==> images/gate_families.png <==
(4 px per um)
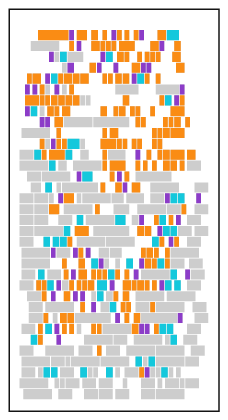
==> images/drive_strength.png <==
(4 px per um)
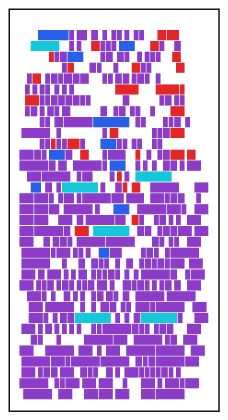
==> images/cell_classes.png <==
(4 px per um) Fill, decap, tap and diode cells in grey.
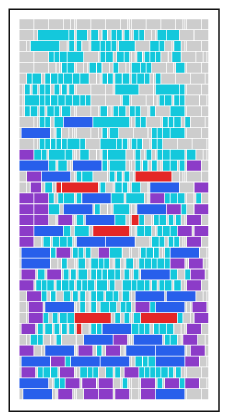
==> images/met3.png <==
(6 px per um)
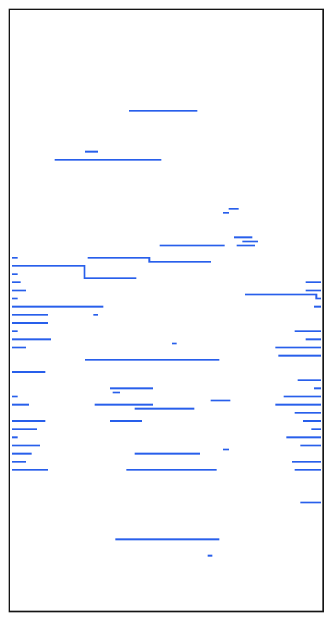
==> config.mk <==
export PLATFORM = sky130hd
export DESIGN_NAME = timer_irq_ctrl
export DESIGN_NICKNAME = d
export VERILOG_FILES = /design/src/rtl/timer_irq_ctrl.sv
export SDC_FILE = /design/constraint.sdc
export NUM_CORES = 1
export LEC_CHECK = 0
export ABC_AREA = 1
export CORE_ASPECT_RATIO = 2
export CORE_MARGIN = 2
export CORE_UTILIZATION = 49
export CTS_BUF_LIST = sky130_fd_sc_hd__clkbuf_16
export DETAILED_ROUTE_END_ITERATION = 8
export HOLD_SLACK_MARGIN = 0.06
export PLACE_DENSITY = 0.84
export SYNTH_ARGS = -nofsm -noshare
export SYNTH_HDL_FRONTEND = slang
export SYNTH_SLANG_ARGS = --single-unit
==> constraint.sdc <==
create_clock -name clk -period 3.2 [get_ports clk]
set_clock_uncertainty 0.15 [all_clocks]
set_input_delay 0.32 -clock clk [delete_from_list [all_inputs] [get_ports clk]]
set_output_delay 0.32 -clock clk [all_outputs]
set_load 0.01 [all_outputs]
==> reports/qor.yml <==
outcome: "completed"
finalSetupViolCount: 0
simple_gate_share_pct: 43.8
synth_nets: 390
crit_type: "reg -> reg"
htree_levels: 2
cp_num_buf_inv: 2
drtPass1Iterations: 4
cts_root_buf: "clkbuf_16"
die_area_mm2: 0.00521
hold_path.class: "reg -> reg"
cpMaxStageDelayCell: "dfxtp_1"
tns_ps: 0
final_core_util_pct: 67.5
cts_buffer_depth: 2
hold_depth: 2
ys_sh_xor_pct: 1.82
io_pins: 59
rsz0062_at_grt: "false"
synth.cellmix.adderShare_pct: 1.66
switching_power_mw: 0.752
vdd_drop_max_v: 0.000539
fin_crit_sh_pct: 92.0
ys_ff: 34
io_buffers: 58
crit_chain: "ha_1 -> ha_1 -> inv_2 -> nand2_4 -> ha_4 -> inv_1 -> nand3_1 -> nand2_1 -> nand2_1 -> nand2_2 -> nor2_4 -> nand4_4 -> nor2_8 -> nand3_2 -> nand2_4 -> a21oi_1 -> and2_1"
rr_worst_depth: 17
met3_usage_pct: 5.21
cp_top_family: "simple AND/OR/NAND/NOR gates"
die_w_um: 52.1
synth.area.mux_share_pct: 0
dpl_worst_slack_ps: 145
nNetsFinal: 453
drc_errors: 0
p_clk_share_pct: 23.9
grt_overflow_total: 0
grtUsageMet1_pct: 31.0
dp.cells: 468
slew_viol_final: 0
worstSetupStartpointType: "flop"
post_drt_wl_per_cell_um: 13.4
fp.dieH_um: 100
period_needed_ps: 2940
syn_area_per_cell_um2: 6.34
cts_setup_buffers: 0
cts_made_buffers: 5
dp_hpwl_um: 4970
syn_area_mm2: 0.00226
combinationalPowerShare_pct: 47.4
aoi_share_pct: 11.9
Notes on gate_families.png above:
Key: NAND gates = orange [cells 168]; inverters = purple [cells 56]; inverting AOI/OAI gates = cyan [cells 49, where spread over the die]
dominant logic cell type in the layout: nand2_1
Final Non-Filler Cells: 476

Notes on drive_strength.png above:
Key: drive 1 or less = purple [cells 377, share 90%]; drive 2 = red [cells 28, share 6.7%]; drive 3 to 4 = blue [cells 10, share 2.4%]; drive 6 and up = cyan [cells 6, share 1.4%]
final worst slack: 256 ps
Non-CTS buffers: 60
Layout area overhead: 34.5%
post-route cell area: 0.00305 mm2

Notes on cell_classes.png above:
Key: flip-flops = blue [cells 34]; other buffers and delay cells = purple [cells 60]; all other logic = cyan [cells 319]; clock drivers and dummy loads = red [cells 8]
Core Area: 0.00451 mm2
Cell Rows: 35

Notes on met3.png above:
The layer carries 354 um of wire. 59 nets have wire on it.
vias after detailed routing: 2459
WL final: 6360 um

cells in the mapped netlist (all sizes together):
library cell  number  share of area [%]
o21ai             25                5.9
nand2            119                 22
a21oi             21                4.6
dfxtp             34                 30
buf                2                1.1
and2               2               0.55
ha                 3                1.7
inv               55                9.1
clkinv             1               0.22
nand3             39                9.7
nand4              7                2.6
o211ai             2               0.66
clkbuf             2               0.33
nand3b             3               0.99
nor2              35                7.3
xor2               2                1.4
a211oi             1               0.33
xnor2              1               0.39
nor3               2               0.44
a211o              1               0.39
layout make-up:
class / count / area, um2 / area share [%]
multi-input combinational: 263 / 1350 / 44.4
sequential: 34 / 681 / 22.4
timing repair buffer: 60 / 596 / 19.6
inverter: 56 / 211 / 6.94
clock buffer: 5 / 125 / 4.11
tap: 55 / 68.8 / 2.26
clock inverter: 3 / 12.5 / 0.411
power by group through the flow:
stage / clock, mW / sequential, mW / combinational [mW]
2_1_floorplan: 0 / 0.546 / 0.623
3_3_place_gp: 0 / 0.540 / 0.859
3_5_place_dp: 0 / 0.543 / 0.871
4_1_cts: 0.449 / 0.536 / 0.879
5_1_grt: 0.469 / 0.543 / 0.984
6_report: 0.445 / 0.537 / 0.883
worst reg2reg max path, cell delays in order, from the launching register on:
cell and delay [ps]:
dfxtp_1 370, ha_1 240, ha_1 230, inv_2 120, nand2_4 130, ha_4 330, inv_1 50, nand3_1 70
nand2_1 80, nand2_1 100, nand2_2 90, nor2_4 140, nand4_4 130, nor2_8 150, nand3_2 110, nand2_4 120
a21oi_1 60, and2_1 160
cells by family after synthesis:
group,count (synthesis)
AND/OR/NAND/NOR,207
adder cells (fa/ha/maj),3
flip-flops,34
XOR/XNOR,3
AND-OR/OR-AND,50
buffers and inverters,60
layer usage:
layer,vias to the layer above,wire length [um]
met3,9,353
li1,1265,-
met2,88,3200
met5,-,0
met4,0,114
met1,1097,2690
cells in the final DEF (no fill, tap or decap), drive strengths merged:
cell,instances
xnor2,1
nand2,119
o211ai,2
clkbuf,5
xor2,2
o21ai,25
a21oi,21
nor2,35
nor3,2
dfxtp,34
nand4,7
clkdlybuf4s50,58
a211oi,1
buf,2
a211o,1
nand3,39
inv,56
nand3b,3
clkinv,3
and2,2
ha,3
Power is estimated from default activity; no workload was simulated.
